### Cells colored by class

(1.5 px per um)
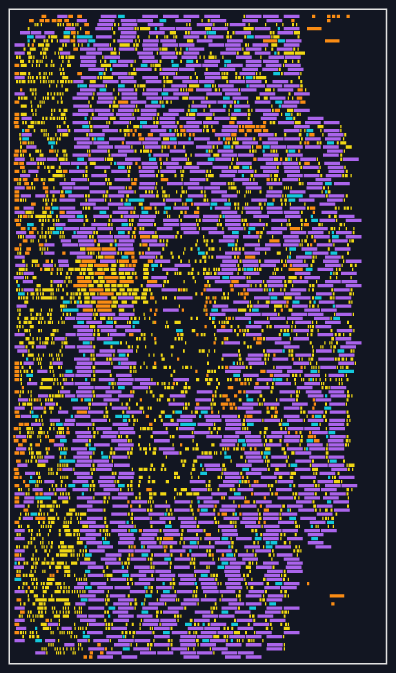
### Cell placement

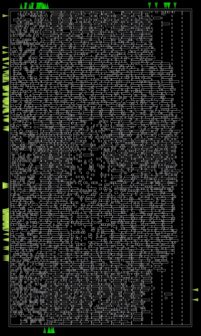
### The metal 3 layer

(1 px per um)
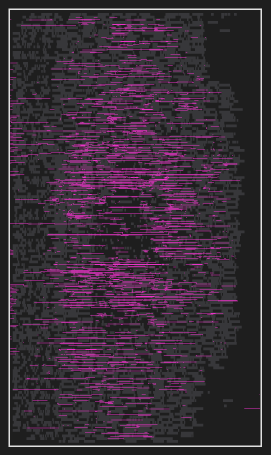
### Register map, names as in the netlist

(1 px per um)
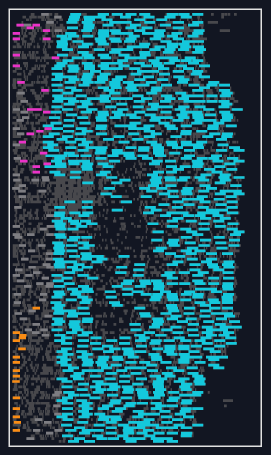
--- config.mk ---
export PLATFORM = sky130hd
export DESIGN_NAME = softmax_exp_sequencer_flat
export DESIGN_NICKNAME = d
export VERILOG_FILES = /design/src/rtl/softmax_exp_sequencer_if.sv /design/src/rtl/softmax_exp_sequencer.sv /design/src/flat_wrapper.sv
export SDC_FILE = /design/constraint.sdc
export NUM_CORES = 1
export LEC_CHECK = 0
export ABC_AREA = 1
export CAP_MARGIN = 5
export CELL_PAD_IN_SITES_DETAIL_PLACEMENT = 0
export CELL_PAD_IN_SITES_GLOBAL_PLACEMENT = 1
export CORE_ASPECT_RATIO = 1.75
export CORE_MARGIN = 2
export CORE_UTILIZATION = 45
export CTS_BUF_LIST = sky130_fd_sc_hd__clkbuf_8
export DETAILED_ROUTE_END_ITERATION = 10
export GPL_TIMING_DRIVEN = 0
export PLACE_DENSITY = 0.74
export SYNTH_ARGS = -nofsm -noshare
export SYNTH_HDL_FRONTEND = slang
export SYNTH_SLANG_ARGS = --single-unit
export TNS_END_PERCENT = 10
--- constraint.sdc ---
create_clock -name i_clk -period 5.1 [get_ports i_clk]
set_clock_uncertainty 0.1 [all_clocks]
set_input_delay 1.02 -clock i_clk [delete_from_list [all_inputs] [get_ports i_clk]]
set_output_delay 1.02 -clock i_clk [all_outputs]
set_load 0.02 [all_outputs]
--- src/rtl/softmax_exp_sequencer_if.sv ---
// softmax_exp_sequencer_if: bundles the score stream, exp-unit operand/result and row-result signals
interface softmax_exp_sequencer_if #(
   parameter int BIT_WIDTH = 16,
   parameter int LEN_WIDTH = 7,
   parameter int SUM_WIDTH = 24
);
   logic                 i_start;
   logic [LEN_WIDTH-1:0] i_len;
   logic                 o_ready;
   logic                 i_valid;
   logic [BIT_WIDTH-1:0] i_data;
   logic                 o_in_ready;
   logic                 o_exp_valid;
   logic [BIT_WIDTH-1:0] o_exp_data;
   logic                 i_exp_valid;
   logic [BIT_WIDTH-1:0] i_exp;
   logic                 o_valid;
   logic [BIT_WIDTH-1:0] o_data;
   logic                 o_last;
   logic [SUM_WIDTH-1:0] o_sum;
   logic                 o_done;
   logic                 o_err;
   modport master (
      output i_start, i_len, i_valid, i_data, i_exp_valid, i_exp,
      input  o_ready, o_in_ready, o_exp_valid, o_exp_data, o_valid, o_data, o_last, o_sum, o_done, o_err
   );
   modport slave (
      input  i_start, i_len, i_valid, i_data, i_exp_valid, i_exp,
      output o_ready, o_in_ready, o_exp_valid, o_exp_data, o_valid, o_data, o_last, o_sum, o_done, o_err
   );
endinterface

--- src/rtl/softmax_exp_sequencer.sv ---
// softmax_exp_sequencer: buffers a Q4.12 score row, issues (x - max) to the exp unit and sums its results; SOFTMAX_TIMEOUT_EN adds a return watchdog
module softmax_exp_sequencer #(
   parameter int BIT_WIDTH      = 16,
   parameter int MAX_LEN        = 64,
   parameter int LEN_WIDTH      = 7,
   parameter int SUM_WIDTH      = 24,
   parameter int TIMEOUT_CYCLES = 32
) (
   input logic i_clk,
   input logic i_rst,
   softmax_exp_sequencer_if.slave bus
);
   localparam int AW = $clog2(MAX_LEN);
   localparam logic [LEN_WIDTH-1:0] ONE = 1;
   localparam logic [BIT_WIDTH-1:0] MOST_NEG = {1'b1, {(BIT_WIDTH-1){1'b0}}};

   if (MAX_LEN >= 2 ** LEN_WIDTH || TIMEOUT_CYCLES < 1) begin : g_param_check
      $error("softmax_exp_sequencer: LEN_WIDTH must hold MAX_LEN and TIMEOUT_CYCLES must be positive");
   end

   typedef enum logic [2:0] {IDLE, LOAD, ISSUE, DRAIN, DONE} state_t;

   state_t                        state;
   logic [BIT_WIDTH-1:0]          buffer [MAX_LEN];
   logic [LEN_WIDTH-1:0]          len, ld, is, rt;
   logic signed [BIT_WIDTH-1:0]   row_max;
   logic [BIT_WIDTH:0]            diff;
   logic [BIT_WIDTH-1:0]          operand;
   logic [SUM_WIDTH:0]            sum_next;
   logic                          bad_len;
   logic                          accept_ret;
`ifdef SOFTMAX_TIMEOUT_EN
   localparam int WD_W = $clog2(TIMEOUT_CYCLES + 1);
   localparam logic [WD_W-1:0] WD_ONE = 1;
   localparam logic [WD_W-1:0] WD_LIMIT = WD_W'(TIMEOUT_CYCLES - 1);
   logic [WD_W-1:0] wd;
`endif

   // operand subtraction at one extra bit with saturation, sum update and start/return qualifiers
   always_comb begin
      diff       = {buffer[is[AW-1:0]][BIT_WIDTH-1], buffer[is[AW-1:0]]} - {row_max[BIT_WIDTH-1], row_max};
      operand    = diff[BIT_WIDTH] != diff[BIT_WIDTH-1] ? MOST_NEG : diff[BIT_WIDTH-1:0];
      sum_next   = {1'b0, bus.o_sum} + {{(SUM_WIDTH+1-BIT_WIDTH){1'b0}}, bus.i_exp};
      bad_len    = bus.i_len == '0 || bus.i_len > LEN_WIDTH'(MAX_LEN);
      accept_ret = bus.i_exp_valid && (state == ISSUE || state == DRAIN) && rt != len;
   end

   // row buffer; contents after reset are irrelevant so it carries no reset
   always_ff @(posedge i_clk) begin
      if (state == LOAD && bus.i_valid) buffer[ld[AW-1:0]] <= bus.i_data;
   end

   // row sequencer with registered outputs; pulse outputs default low every cycle
   always_ff @(posedge i_clk) begin
      if (i_rst) begin
         state            <= IDLE;
         len              <= '0;
         ld               <= '0;
         is               <= '0;
         rt               <= '0;
         row_max          <= '0;
         bus.o_ready      <= 1'b1;
         bus.o_in_ready   <= 1'b0;
         bus.o_exp_valid  <= 1'b0;
         bus.o_exp_data   <= '0;
         bus.o_valid      <= 1'b0;
         bus.o_data       <= '0;
         bus.o_last       <= 1'b0;
         bus.o_sum        <= '0;
         bus.o_done       <= 1'b0;
         bus.o_err        <= 1'b0;
`ifdef SOFTMAX_TIMEOUT_EN
         wd               <= '0;
`endif
      end else begin
         bus.o_exp_valid <= 1'b0;
         bus.o_valid     <= 1'b0;
         bus.o_last      <= 1'b0;
         bus.o_done      <= 1'b0;
         bus.o_err       <= 1'b0;
         if (accept_ret) begin
            bus.o_valid <= 1'b1;
            bus.o_data  <= bus.i_exp;
            bus.o_last  <= rt == len - ONE;
            bus.o_sum   <= sum_next[SUM_WIDTH] ? '1 : sum_next[SUM_WIDTH-1:0];
            rt          <= rt + ONE;
         end
         case (state)
            IDLE: if (bus.i_start) begin
               if (bad_len) bus.o_err <= 1'b1;
               else begin
                  len            <= bus.i_len;
                  row_max        <= MOST_NEG;
                  ld             <= '0;
                  is             <= '0;
                  rt             <= '0;
                  bus.o_sum      <= '0;
                  bus.o_ready    <= 1'b0;
                  bus.o_in_ready <= 1'b1;
                  state          <= LOAD;
               end
            end
            LOAD: if (bus.i_valid) begin
               ld <= ld + ONE;
               if ($signed(bus.i_data) > row_max) row_max <= bus.i_data;
               if (ld == len - ONE) begin
                  bus.o_in_ready <= 1'b0;
                  state          <= ISSUE;
               end
            end
            ISSUE: begin
               bus.o_exp_valid <= 1'b1;
               bus.o_exp_data  <= operand;
               is              <= is + ONE;
               if (is == len - ONE) state <= DRAIN;
            end
            DRAIN: if (rt == len) begin
               bus.o_done <= 1'b1;
               state      <= DONE;
            end
            DONE: begin
               bus.o_ready <= 1'b1;
               state       <= IDLE;
            end
            default: state <= IDLE;
         endcase
`ifdef SOFTMAX_TIMEOUT_EN
         if ((state == ISSUE || state == DRAIN) && !bus.i_exp_valid) begin
            wd <= wd + WD_ONE;
            if (wd == WD_LIMIT) begin
               state           <= IDLE;
               bus.o_ready     <= 1'b1;
               bus.o_err       <= 1'b1;
               bus.o_done      <= 1'b0;
               bus.o_exp_valid <= 1'b0;
               wd              <= '0;
            end
         end else wd <= '0;
`endif
      end
   end
endmodule

--- src/flat_wrapper.sv ---
// flat-port wrapper written by rule: the top's interface ports become plain ports
module softmax_exp_sequencer_flat 
#(
   parameter int BIT_WIDTH      = 16,
   parameter int MAX_LEN        = 64,
   parameter int LEN_WIDTH      = 7,
   parameter int SUM_WIDTH      = 24,
   parameter int TIMEOUT_CYCLES = 32
)
  (i_clk, i_rst, bus_i_start, bus_i_len, bus_i_valid, bus_i_data, bus_i_exp_valid, bus_i_exp, bus_o_ready, bus_o_in_ready, bus_o_exp_valid, bus_o_exp_data, bus_o_valid, bus_o_data, bus_o_last, bus_o_sum, bus_o_done, bus_o_err);
  softmax_exp_sequencer_if #(.BIT_WIDTH(BIT_WIDTH), .LEN_WIDTH(LEN_WIDTH), .SUM_WIDTH(SUM_WIDTH)) bus_i ();
  input logic i_clk;
  input logic i_rst;
  input wire logic [$bits(bus_i.i_start)-1:0] bus_i_start;
  input wire logic [$bits(bus_i.i_len)-1:0] bus_i_len;
  input wire logic [$bits(bus_i.i_valid)-1:0] bus_i_valid;
  input wire logic [$bits(bus_i.i_data)-1:0] bus_i_data;
  input wire logic [$bits(bus_i.i_exp_valid)-1:0] bus_i_exp_valid;
  input wire logic [$bits(bus_i.i_exp)-1:0] bus_i_exp;
  output wire logic [$bits(bus_i.o_ready)-1:0] bus_o_ready;
  output wire logic [$bits(bus_i.o_in_ready)-1:0] bus_o_in_ready;
  output wire logic [$bits(bus_i.o_exp_valid)-1:0] bus_o_exp_valid;
  output wire logic [$bits(bus_i.o_exp_data)-1:0] bus_o_exp_data;
  output wire logic [$bits(bus_i.o_valid)-1:0] bus_o_valid;
  output wire logic [$bits(bus_i.o_data)-1:0] bus_o_data;
  output wire logic [$bits(bus_i.o_last)-1:0] bus_o_last;
  output wire logic [$bits(bus_i.o_sum)-1:0] bus_o_sum;
  output wire logic [$bits(bus_i.o_done)-1:0] bus_o_done;
  output wire logic [$bits(bus_i.o_err)-1:0] bus_o_err;
  assign bus_i.i_start = bus_i_start;
  assign bus_i.i_len = bus_i_len;
  assign bus_i.i_valid = bus_i_valid;
  assign bus_i.i_data = bus_i_data;
  assign bus_i.i_exp_valid = bus_i_exp_valid;
  assign bus_i.i_exp = bus_i_exp;
  assign bus_o_ready = bus_i.o_ready;
  assign bus_o_in_ready = bus_i.o_in_ready;
  assign bus_o_exp_valid = bus_i.o_exp_valid;
  assign bus_o_exp_data = bus_i.o_exp_data;
  assign bus_o_valid = bus_i.o_valid;
  assign bus_o_data = bus_i.o_data;
  assign bus_o_last = bus_i.o_last;
  assign bus_o_sum = bus_i.o_sum;
  assign bus_o_done = bus_i.o_done;
  assign bus_o_err = bus_i.o_err;
  softmax_exp_sequencer #(.BIT_WIDTH(BIT_WIDTH), .MAX_LEN(MAX_LEN), .LEN_WIDTH(LEN_WIDTH), .SUM_WIDTH(SUM_WIDTH), .TIMEOUT_CYCLES(TIMEOUT_CYCLES)) u_core (.i_clk(i_clk), .i_rst(i_rst), .bus(bus_i));
endmodule
==> run notes <==
impl run done, here's what came out: Net Count, Synth 4205, Hold WC Path Type input port to register, CP Buf/Inv Count 7, worst path required time 5820 ps, run status finished clean, power share of the clock group 0.292, tool warnings 28, part of the Yosys area used for sequential elements 0.691, die width 251 um, post-layout power 24600 uW, 1st-iter DRT viols 4697, first-pass GRT wire length 271000 um, Synth cell types 61, setup TNS 0 ps, Layout Cell Area excl Fill 55800 um2, main flop type edfxtp_1, Synth Warn # 0, EDFF count, synth 1024, Seq pwr share 0.425, Synth area leader edfxtp_1, post-synth top area share 0.642, Layout Nets 4509, die area 109000 um2, DR pass1 iterations 6, Worst-path clk slew 70 ps, Routed WL 200000 um, leakage power total 0.0191 uW, clk_lat worst skew 930 ps, Max Root-Sink Buffers 3, CP delay by family, top AND-OR/OR-AND gates, Rel. slew slack 0.237, crit path max fanout 10, initial antenna violation count 4, sw frac 0.353, Core Region 106000 um2, grt ovf 0, hold_sp bus_i_data[13], vias in the first global route 35100, Setup Crit Path Kind register to register, clock sinks 1140, dpl cells 5600, mapped cell area 47900 um2, DP HPWL 139000 um, Synth Area per Inst 11.7 um2, vias per cell 6.20, number of remaining DRC errors 0, Vias 36600, critical path depth 25, clk root buf clkbuf_8, power per cell area 441 nW/um2, Final Cycle Share 0.996, yosys stat cell total 4105, #FFs+latches synth 1140, Mapped Cells 4105, max frequency 197 MHz, fin cells 5903, area of placed instances 51700 um2, Routed Antenna Nets 0, pin count of the biggest net entering global routing 67, CP dominant cell by count nand2_1, final max-slew violation count 0, WHS Path Cells 1, DP Worst Slack -990 ps, arrival time at the worst endpoint 5800 ps, CTS tree built, worst setup margin 20.9 ps, FFs w/ async S/R, synth 0, TritonCTS buffer count 161, Setup crit end kind register, Initial Util 0.453, largest cells by area after synthesis edfxtp_1 64%, o21ai_0 6.4%, nor2_1 6.3%, most numerous logic cell after layout edfxtp_1, Top Layout Cells 1024 x edfxtp_1, 733 x nor2_1, 590 x o21ai_0, 339 x nand2_1, 200 x o22ai_1, Startpoint Class register, port bufs 105, fraction of layout cells with a size suffix above 1 0.146, GRT Overall Usage 0.363, FF-to-FF path depth 25, Hold WS 272 ps, maximum vdd drop 0.000295 V, Placer Congestion 1.06, Logic pwr share 0.283, Hold Violations, Final 0, I/O pin total 107, routed len/inst 33.9 um, Net Sw Power 8700 uW, cell internal pwr 15900 uW, critical path's largest stage delay 560 ps, H-tree depth 4, number of max-cap violations 0, setup violators final 0, slew at the pin closest to its max-slew limit 1140 ps, slowest CP cell o211ai_1, synthesis-to-finish area growth 16.5%, Chip Area, Yosys 47900 um2, Tmin final 5080 ps, DIE HEIGHT 435 um, hold buffers post-CTS 0
Back to the opening pictures, 'Cells colored by class':
Key: orange = remaining buffers and delay cells [cells 390]; yellow = combinational and other logic [cells 2716]; purple = sequential cells [cells 1140]; cyan = clock drivers and dummy loads [cells 291]

Back to the opening pictures, 'Cell placement':
row count: 158
Flop Count: 1140
Final Util: 0.527
Fillers: 9211

Back to the opening pictures, 'The metal 3 layer':
The wires run mostly horizontal. The layer holds 8.5% of the routed length. The longest straight run is 135 um. 639 nets have wire on it. The layer carries 17000 um of wire.

Back to the opening pictures, 'Register map, names as in the netlist':
Key: cyan = u_core.buffer [placed flops 1024]; orange = u_core.bus.o_exp_data [placed flops 16, where lower left]; magenta = u_core.bus.o_sum [placed flops 24, where upper left]
Another 76 sequential cells are not colored.

[routing by layer]
metal	routed length (um)	track usage	vias to the layer above
li1	-	-	15500
met1	63100	0.376	18000
met2	97400	0.611	2321
met3	17000	0.0769	747
met4	22700	0.338	2
met5	13	0	-
[logic make-up after synthesis]
kind of cell               Yosys count  synth area share
and+or+nand+nor                   1311             0.110
AOI/OAI and AO/OA                 1184             0.136
xor gates and xnor gates            37           0.00795
DFF                               1140             0.691
adders and majority gates           56            0.0150
buffers and inverters              377            0.0401
[state kept, by name (all words and copies together) (netlist names), 3 cells and up, named ones only]
| signal | flops |
|---|---|
| u_core.bus.o_exp_data | 16 |
| u_core.row_max | 16 |
| u_core.rt | 7 |
| u_core.bus.o_sum | 24 |
| u_core.bus.o_data | 16 |
| u_core.len | 7 |
| u_core.buffer | 1024 |
| u_core.state | 3 |
| u_core.ld | 7 |
| u_core.is | 7 |
[synthesized netlist by cell type, types with 4 or more instances]
cell type	instances
edfxtp_1	1024
nor2_1	808
o21ai_0	614
nand2_1	357
o22ai_1	258
a21oi_1	126
clkbuf_1	120
dfxtp_1	116
inv_1	115
o21ai_1	96
nand3_1	78
ha_1	54
buf_2	53
o211ai_1	40
buf_6	34
buf_4	25
nor3_1	19
xor2_1	19
nand4_1	15
xnor2_1	14
o21bai_1	12
o221ai_1	11
inv_2	10
buf_1	9
nand3_2	6
o211ai_2	5
or2_1	5
or2_2	5
a21o_1	4
a31oi_1	4
o21ai_2	4
[power by group through the flow]
stage,Sequential (uW),Clock [uW],Combinational (uW)
3_3_place_gp,10700,0,6310
6_report,10500,7190,6960
4_1_cts,10500,7160,6550
2_1_floorplan,10700,0,3420
5_1_grt,10500,7520,7260
3_5_place_dp,10700,0,6380
[worst paths after layout]
kind	end	slack, ps
hold / removal	u_core.buffer[23][13]$_DFFE_PP_	270
setup reg to reg	u_core.bus.o_exp_data[9]$_SDFFE_PP0P_	20
hold reg to reg	u_core.bus.o_exp_data[1]$_SDFFE_PP0P_	370
setup / recovery	u_core.bus.o_exp_data[9]$_SDFFE_PP0P_	20
[layout make-up]
| type | count | area (um2) |
|---|---|---|
| flip-flops and latches | 1140 | 33100 |
| repair buffers | 142 | 1790 |
| clock inverters | 123 | 781 |
| fillers | 9211 | 50000 |
| multi-input cells | 2588 | 14000 |
| diodes | 6 | 15.0 |
| inverters | 128 | 485 |
| well taps | 1360 | 1700 |
| clock buffers | 168 | 2310 |
| plain buffers | 248 | 1620 |
[what timing repair did]
| item | CTS | global route |
|---|---|---|
| gates resized | 104 | 176 |
| buffers inserted | 4 | 3 |
| pin swaps | 8 | 20 |
| endpoints found under the setup margin | 16 | 15 |
| gates cloned | 0 | 0 |
[worst register-to-register path: cells and delay by family, from the launching register on]
family / cells / cell delay, ps
adders and majority gates: 2 / 610
AOI/OAI and AO/OA: 9 / 1890
buffers and inverters: 7 / 1130
and+or+nand+nor: 7 / 950
DFF: 1 / 330
Power is estimated from default activity; no workload was simulated.
